==> src/rtl/mips_axi_lite_master.sv <==
// Single-outstanding bridge from the MIPS core valid/ready memory port to an AXI4-Lite master.
// Define MIPS_AXI_TIMEOUT_EN to add the bus watchdog and the sticky mips_bus_timeout output.
module mips_axi_lite_master #(
   parameter logic [31:0] ADDR_OFFSET    = 32'h0000_0000,
   parameter int unsigned TIMEOUT_CYCLES = 1024
) (
   input  logic        mips_cpu_clk,
   input  logic        mips_axi_if_resetn,
   input  logic        mem_req_valid,
   output logic        mem_req_ready,
   input  logic        mem_req_wen,
   input  logic [31:0] mem_req_addr,
   input  logic [31:0] mem_req_wdata,
   input  logic [3:0]  mem_req_wstrb,
   output logic        mem_rsp_valid,
   input  logic        mem_rsp_ready,
   output logic [31:0] mem_rsp_rdata,
   output logic        mem_rsp_err,
   output logic [31:0] axi_araddr,
   output logic        axi_arvalid,
   input  logic        axi_arready,
   input  logic [31:0] axi_rdata,
   input  logic [1:0]  axi_rresp,
   input  logic        axi_rvalid,
   output logic        axi_rready,
   output logic [31:0] axi_awaddr,
   output logic        axi_awvalid,
   input  logic        axi_awready,
   output logic [31:0] axi_wdata,
   output logic [3:0]  axi_wstrb,
   output logic        axi_wvalid,
   input  logic        axi_wready,
   input  logic [1:0]  axi_bresp,
   input  logic        axi_bvalid,
   output logic        axi_bready,
   output logic [31:0] mips_perf_bus_cnt
`ifdef MIPS_AXI_TIMEOUT_EN
   ,
   output logic        mips_bus_timeout
`endif
);

   typedef enum logic [2:0] {
      S_IDLE    = 3'd0,
      S_RD_ADDR = 3'd1,
      S_RD_DATA = 3'd2,
      S_WR_REQ  = 3'd3,
      S_WR_RESP = 3'd4,
      S_RSP     = 3'd5
   } state_t;

   state_t      r_state;
   state_t      w_state_nxt;
   state_t      w_fin_state;
   logic [31:0] r_addr;
   logic [31:0] r_wdata;
   logic [3:0]  r_wstrb;
   logic        r_aw_done;
   logic        r_w_done;
   logic [31:0] r_rdata;
   logic        r_err;
   logic [31:0] r_perf_cnt;

   logic w_accept;
   logic w_aw_hs;
   logic w_w_hs;
   logic w_r_hs;
   logic w_b_hs;
   logic w_wr_both;
   logic w_busy;
   logic w_discard;
   logic w_to_fire;
   logic w_rsp_valid;
   logic w_rresp_err;
   logic w_bresp_err;

   assign w_accept    = (r_state == S_IDLE) & mem_req_valid;
   assign w_aw_hs     = (r_state == S_WR_REQ) & ~r_aw_done & axi_awready;
   assign w_w_hs      = (r_state == S_WR_REQ) & ~r_w_done & axi_wready;
   assign w_wr_both   = (r_state == S_WR_REQ) & (r_aw_done | w_aw_hs) & (r_w_done | w_w_hs);
   assign w_r_hs      = (r_state == S_RD_DATA) & axi_rvalid;
   assign w_b_hs      = (r_state == S_WR_RESP) & axi_bvalid;
   assign w_busy      = (r_state == S_RD_ADDR) | (r_state == S_RD_DATA) |
                        (r_state == S_WR_REQ)  | (r_state == S_WR_RESP);
   // EXOKAY (2'b01) is a success; only SLVERR/DECERR flag an error.
   assign w_rresp_err = (axi_rresp == 2'b10) | (axi_rresp == 2'b11);
   assign w_bresp_err = (axi_bresp == 2'b10) | (axi_bresp == 2'b11);

`ifdef MIPS_AXI_TIMEOUT_EN
   localparam logic [31:0] LP_TO_LAST = 32'(TIMEOUT_CYCLES - 1);

   logic [31:0] r_wdog;
   logic        r_to_fired;
   logic        r_to_rsp;
   logic        r_timeout;

   // A watchdog response is delivered early; the late AXI completion is then dropped.
   assign w_to_fire   = w_busy & ~r_to_fired & (r_wdog == LP_TO_LAST) & ~w_r_hs & ~w_b_hs;
   assign w_discard   = r_to_fired;
   assign w_rsp_valid = (r_state == S_RSP) | r_to_rsp;
   assign w_fin_state = (~r_to_fired | (r_to_rsp & ~mem_rsp_ready)) ? S_RSP : S_IDLE;
   assign mips_bus_timeout = r_timeout;

   // Watchdog counter, early-response tracking and sticky timeout flag.
   always_ff @(posedge mips_cpu_clk or negedge mips_axi_if_resetn) begin
      if (!mips_axi_if_resetn) begin
         r_wdog     <= 32'd0;
         r_to_fired <= 1'b0;
         r_to_rsp   <= 1'b0;
         r_timeout  <= 1'b0;
      end else begin
         if (w_accept) begin
            r_wdog     <= 32'd0;
            r_to_fired <= 1'b0;
         end else if (w_to_fire) begin
            r_to_fired <= 1'b1;
            r_timeout  <= 1'b1;
         end else if (w_busy && !r_to_fired) begin
            r_wdog <= r_wdog + 32'd1;
         end
         if (w_to_fire) begin
            r_to_rsp <= 1'b1;
         end else if (r_to_rsp && mem_rsp_ready) begin
            r_to_rsp <= 1'b0;
         end
      end
   end
`else
   assign w_to_fire   = 1'b0;
   assign w_discard   = 1'b0;
   assign w_rsp_valid = (r_state == S_RSP);
   assign w_fin_state = S_RSP;
`endif

   // Next-state decode.
   always_comb begin
      w_state_nxt = r_state;
      case (r_state)
         S_IDLE: begin
            if (mem_req_valid) begin
               w_state_nxt = mem_req_wen ? S_WR_REQ : S_RD_ADDR;
            end else begin
               w_state_nxt = S_IDLE;
            end
         end
         S_RD_ADDR: begin
            if (axi_arready) begin
               w_state_nxt = S_RD_DATA;
            end else begin
               w_state_nxt = S_RD_ADDR;
            end
         end
         S_RD_DATA: begin
            if (axi_rvalid) begin
               w_state_nxt = w_fin_state;
            end else begin
               w_state_nxt = S_RD_DATA;
            end
         end
         S_WR_REQ: begin
            if (w_wr_both) begin
               w_state_nxt = S_WR_RESP;
            end else begin
               w_state_nxt = S_WR_REQ;
            end
         end
         S_WR_RESP: begin
            if (axi_bvalid) begin
               w_state_nxt = w_fin_state;
            end else begin
               w_state_nxt = S_WR_RESP;
            end
         end
         S_RSP: begin
            if (mem_rsp_ready) begin
               w_state_nxt = S_IDLE;
            end else begin
               w_state_nxt = S_RSP;
            end
         end
         default: w_state_nxt = S_IDLE;
      endcase
   end

   // State, request payload, per-channel write flags, response data and busy counter.
   always_ff @(posedge mips_cpu_clk or negedge mips_axi_if_resetn) begin
      if (!mips_axi_if_resetn) begin
         r_state    <= S_IDLE;
         r_addr     <= 32'd0;
         r_wdata    <= 32'd0;
         r_wstrb    <= 4'd0;
         r_aw_done  <= 1'b0;
         r_w_done   <= 1'b0;
         r_rdata    <= 32'd0;
         r_err      <= 1'b0;
         r_perf_cnt <= 32'd0;
      end else begin
         r_state <= w_state_nxt;
         if (w_accept) begin
            r_addr    <= (mem_req_addr + ADDR_OFFSET) & ~32'h0000_0003;
            r_wdata   <= mem_req_wdata;
            r_wstrb   <= mem_req_wstrb;
            r_aw_done <= 1'b0;
            r_w_done  <= 1'b0;
         end else begin
            if (w_aw_hs) r_aw_done <= 1'b1;
            if (w_w_hs)  r_w_done  <= 1'b1;
         end
         if (w_to_fire) begin
            r_rdata <= 32'hDEAD_BEEF;
            r_err   <= 1'b1;
         end else if (w_r_hs && !w_discard) begin
            r_rdata <= axi_rdata;
            r_err   <= w_rresp_err;
         end else if (w_b_hs && !w_discard) begin
            r_rdata <= 32'd0;
            r_err   <= w_bresp_err;
         end
         if (r_state != S_IDLE) begin
            r_perf_cnt <= r_perf_cnt + 32'd1;
         end
      end
   end

   // Ready is held low while reset is asserted even though the state already reads IDLE.
   assign mem_req_ready     = (r_state == S_IDLE) & mips_axi_if_resetn;
   assign mem_rsp_valid     = w_rsp_valid;
   assign mem_rsp_rdata     = r_rdata;
   assign mem_rsp_err       = r_err;
   assign axi_araddr        = r_addr;
   assign axi_arvalid       = (r_state == S_RD_ADDR);
   assign axi_rready        = (r_state == S_RD_DATA);
   assign axi_awaddr        = r_addr;
   assign axi_awvalid       = (r_state == S_WR_REQ) & ~r_aw_done;
   assign axi_wdata         = r_wdata;
   assign axi_wstrb         = r_wstrb;
   assign axi_wvalid        = (r_state == S_WR_REQ) & ~r_w_done;
   assign axi_bready        = (r_state == S_WR_RESP);
   assign mips_perf_bus_cnt = r_perf_cnt;

endmodule

==> config.mk <==
export PLATFORM = sky130hd
export DESIGN_NAME = mips_axi_lite_master
export DESIGN_NICKNAME = d
export VERILOG_FILES = /design/src/rtl/mips_axi_lite_master.sv
export SDC_FILE = /design/constraint.sdc
export NUM_CORES = 1
export LEC_CHECK = 0
export CAP_MARGIN = 40
export CORE_ASPECT_RATIO = 0.5
export CORE_MARGIN = 1.5
export CORE_UTILIZATION = 25
export DETAILED_ROUTE_END_ITERATION = 8
export HOLD_SLACK_MARGIN = 0.02
export PLACE_DENSITY = 0.67
export SETUP_SLACK_MARGIN = 0.02
export SLEW_MARGIN = 20
export SYNTH_ARGS = -nofsm -noshare
export SYNTH_HDL_FRONTEND = slang
export SYNTH_SLANG_ARGS = --single-unit
==> constraint.sdc <==
create_clock -name mips_cpu_clk -period 1.8 [get_ports mips_cpu_clk]
set_clock_uncertainty 0.2 [all_clocks]
set_input_delay 0.36 -clock mips_cpu_clk [delete_from_list [all_inputs] [get_ports mips_cpu_clk]]
set_output_delay 0.36 -clock mips_cpu_clk [all_outputs]
set_load 0.02 [all_outputs]
Fig. 1: cells by drive strength
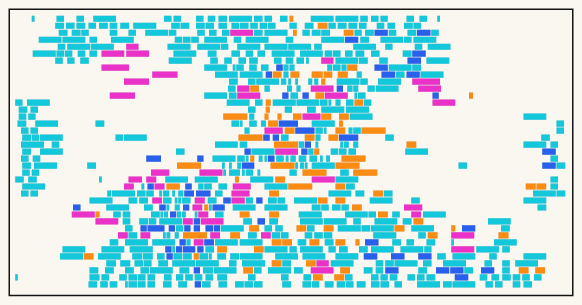
Key: blue = drive 3 to 4 [cells 67, share 9.2%]; orange = drive 2 [cells 85, share 12%]; cyan = drive 1 or less [cells 531, share 73%]; magenta = drive 6 and up [cells 48, share 6.6%]

Fig. 2: close-up of the layout
Window x 154 to 174, y 73 to 93 um. Cells in grey, sequential cells in the stronger grey; small squares are vias.
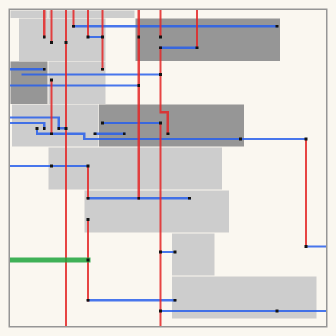
Key: blue = met1; red = met2; green = met3
Most frequent: mux2_4 (2), dfrtp_1 (2), clkbuf_16 (2). Sequential cells in the window: 2. 9 logic cells have their middle in the window. Netlist names of flops here include axi_araddr (2).

==> out/results.tsv <==
stage	metric	value	unit
outcome	result of the run	complete, but fails checks	
outcome	failing checks	setup timing	
timing	setup ws final	-218	ps
global_routing	maximum number of pins on one net before global-route repair	137	
detailed_routing	count of nets left with antenna violations after detail routing	0	
floorplanning	core utilization at floorplan	0.255	
worst_hold_path	hold path start	mips_perf_bus_cnt[31]$_DFFE_PN0P_	
floorplanning	Chip Height	111	um
detailed_routing	number of detailed-routing iterations run before antenna repair	4	
power	static leakage power	4.48	nW
synth	synthesized chip area reported by yosys	5820	um^2
synth	average footprint of a synthesized cell	13.7	um^2
timing	total setup violations reported at the end of the flow	111	
floorplanning	Die Footprint	24200	um^2
finish	Finished Cell Area	9640	um^2
detailed_routing	total vias in the final route	4361	
synth	proportion of register bits with asynchronous set or reset after synthesis	1.00	
timing	Fin Hold WS	269	ps
run	total number of warnings across the stage logs	35	
setup_path	Reg2Reg Setup Slack	-190	ps
timing	upper clock frequency limit	0.495	GHz
worst_hold_path	path type of the worst min-delay path	flip-flop to flip-flop	
synth	portion of the post-synthesis area used by sequential elements	0.585	
setup_path	reg2reg start	r_state[0]$_DFF_PN0_	
clock_tree	Num CTS Buffers	17	
finish	Final #Nets	833	
timing	count of final max-slew check failures	0	
clock_tree	CTS H-tree depth	4	
setup_path	endpoint of the worst register-to-register path	axi_wdata[0]$_DFFE_PN0P_	
setup_path	critical path capture point type	primary output	
global_routing	global-route wire length before repair	26.7	mm
timing	slew at the pin closest to its max-slew limit	760	ps
setup_path	Worst EP arrival	1460	ps
synth	Yosys cell types	42	
synth	Dominant cell area share	0.585	
detailed_routing	1st-iter DRT viols	191	
worst_hold_path	worst hold stages	1	
power	Peak supply drop	0.621	mV
global_routing	total grt overflow	0	
synth	post-synthesis instance area	5820	um^2
clock_tree	quantity of hold-fixing buffers added after cts	1	
setup_path	worst endpoint required time	1240	ps
setup_path	highest net fanout along the worst path	4	
floorplanning	I/O Pins	286	
clock_tree	Skew-Pair Late Insertion Delay	430	ps
detailed_routing	routed length per placed instance	16.7	um
floorplanning	FP Rows	39	
synth	prevailing post-synth register cell	sky130_fd_sc_hd__dfrtp_1	
finish	final antenna diode count	0	
Fig. 3: cell outlines without signal wires
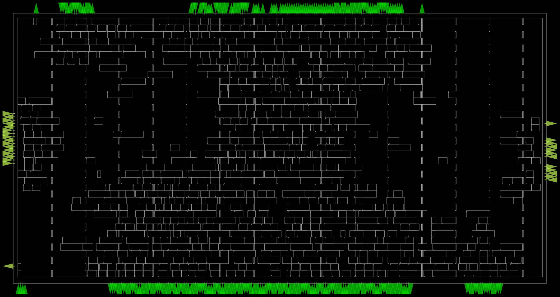
final instance count without filler cells: 1038
placeable core region: 22800 um^2
final core occ: 0.422
register share of the cell area: 0.354
tap cells: 307

Fig. 4: pin map
Bar = 50 um. Pins as bars across the die edge, other pins in grey.
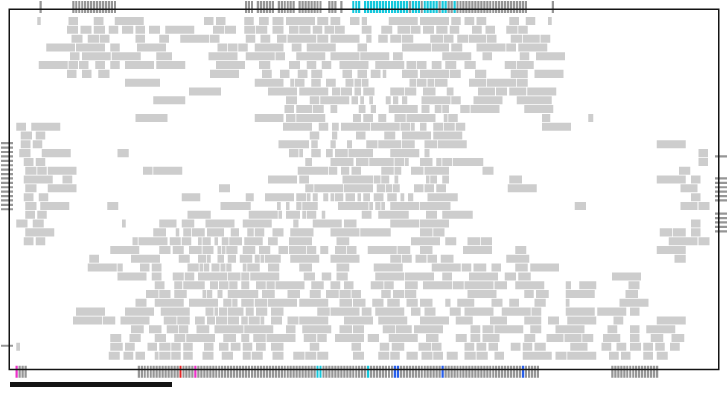
Key: red = mem_rsp_ready [pins 1, direction input, edge south]; blue = axi_wstrb [pins 4, direction output, edge south]; cyan = mips_perf_bus_cnt [pins 32, direction output, edge 29 north, 3 south]; magenta = axi_bresp [pins 2, direction input, edge south]
All pins by edge: 155 south, 102 north, 17 west, 12 east.

[cells in the mapped netlist, types with 2 or more instances]
cell type	number
sky130_fd_sc_hd__nor3_1	4
sky130_fd_sc_hd__and2_1	4
sky130_fd_sc_hd__xnor2_1	27
sky130_fd_sc_hd__clkbuf_1	3
sky130_fd_sc_hd__nand2_1	22
sky130_fd_sc_hd__buf_4	39
sky130_fd_sc_hd__a22o_1	32
sky130_fd_sc_hd__dfrtp_1	136
sky130_fd_sc_hd__mux2_4	20
sky130_fd_sc_hd__nor2_1	11
sky130_fd_sc_hd__a21oi_1	5
sky130_fd_sc_hd__nand2b_1	2
sky130_fd_sc_hd__mux2i_1	3
sky130_fd_sc_hd__buf_12	2
sky130_fd_sc_hd__nand4_2	2
sky130_fd_sc_hd__nor2b_1	2
sky130_fd_sc_hd__nand3_1	10
sky130_fd_sc_hd__mux2_1	9
sky130_fd_sc_hd__nand4_1	14
sky130_fd_sc_hd__o21ai_0	2
sky130_fd_sc_hd__buf_6	3
sky130_fd_sc_hd__inv_1	2
sky130_fd_sc_hd__and3_1	6
sky130_fd_sc_hd__xor2_1	4
sky130_fd_sc_hd__mux2_2	37
sky130_fd_sc_hd__nor4_1	2
sky130_fd_sc_hd__buf_2	7
[registers in the layout (all words and copies together) (netlist names)]
| register | flops |
|---|---|
| axi_araddr | 30 |
| mips_perf_bus_cnt | 32 |
| axi_wstrb | 4 |
| r_aw_done | 1 |
| mem_rsp_err | 1 |
| r_w_done | 1 |
| mem_rsp_rdata | 32 |
| axi_wdata | 32 |
| r_state | 3 |
[critical path, cell delays in order (launching register included)]
cell and delay (ps):
sky130_fd_sc_hd__dfrtp_2 460, sky130_fd_sc_hd__nor2b_4 170, sky130_fd_sc_hd__nand2_2 90, sky130_fd_sc_hd__nor2_1 150, sky130_fd_sc_hd__buf_4 160
[final cells by class]
| cell class | count | area, um^2 |
|---|---|---|
| flip-flops and latches | 136 | 3420 |
| inverters | 2 | 7.51 |
| clock buffers | 25 | 495 |
| fillers | 2181 | 13200 |
| repair buffers | 326 | 3130 |
| well taps | 307 | 384 |
| multi-input cells | 235 | 2120 |
| clock inverters | 7 | 91.3 |
[cell families after synthesis]
family,Yosys count,synth area share
adder cells (fa/ha/maj),1,0.00215
AND/OR/NAND/NOR,86,0.0835
other,1,0.000645
multiplexers,69,0.146
flip-flops,136,0.585
XOR/XNOR,31,0.0467
buffers and inverters,57,0.0749
AND-OR/OR-AND,44,0.0611
[power by group through the flow]
| stage | logic [W] | clock network (W) | registers (W) |
|---|---|---|---|
| floorplan | 0.00353 | 0 | 0.00662 |
| global placement | 0.00873 | 0 | 0.00519 |
| detailed placement | 0.00883 | 0 | 0.00525 |
| CTS | 0.00819 | 0.00362 | 0.00518 |
| global route | 0.00871 | 0.00376 | 0.00535 |
| finish | 0.00828 | 0.00351 | 0.00517 |
[layer usage]
metal	vias to the layer above	GRT usage	wire, um
li1	2055	-	-
met1	2206	0.171	7200
met2	78	0.254	9240
met3	22	0.0439	559
met4	0	0.0493	367
met5	-	0	0
No activity file was given, so power comes from the tool's default toggle rates.
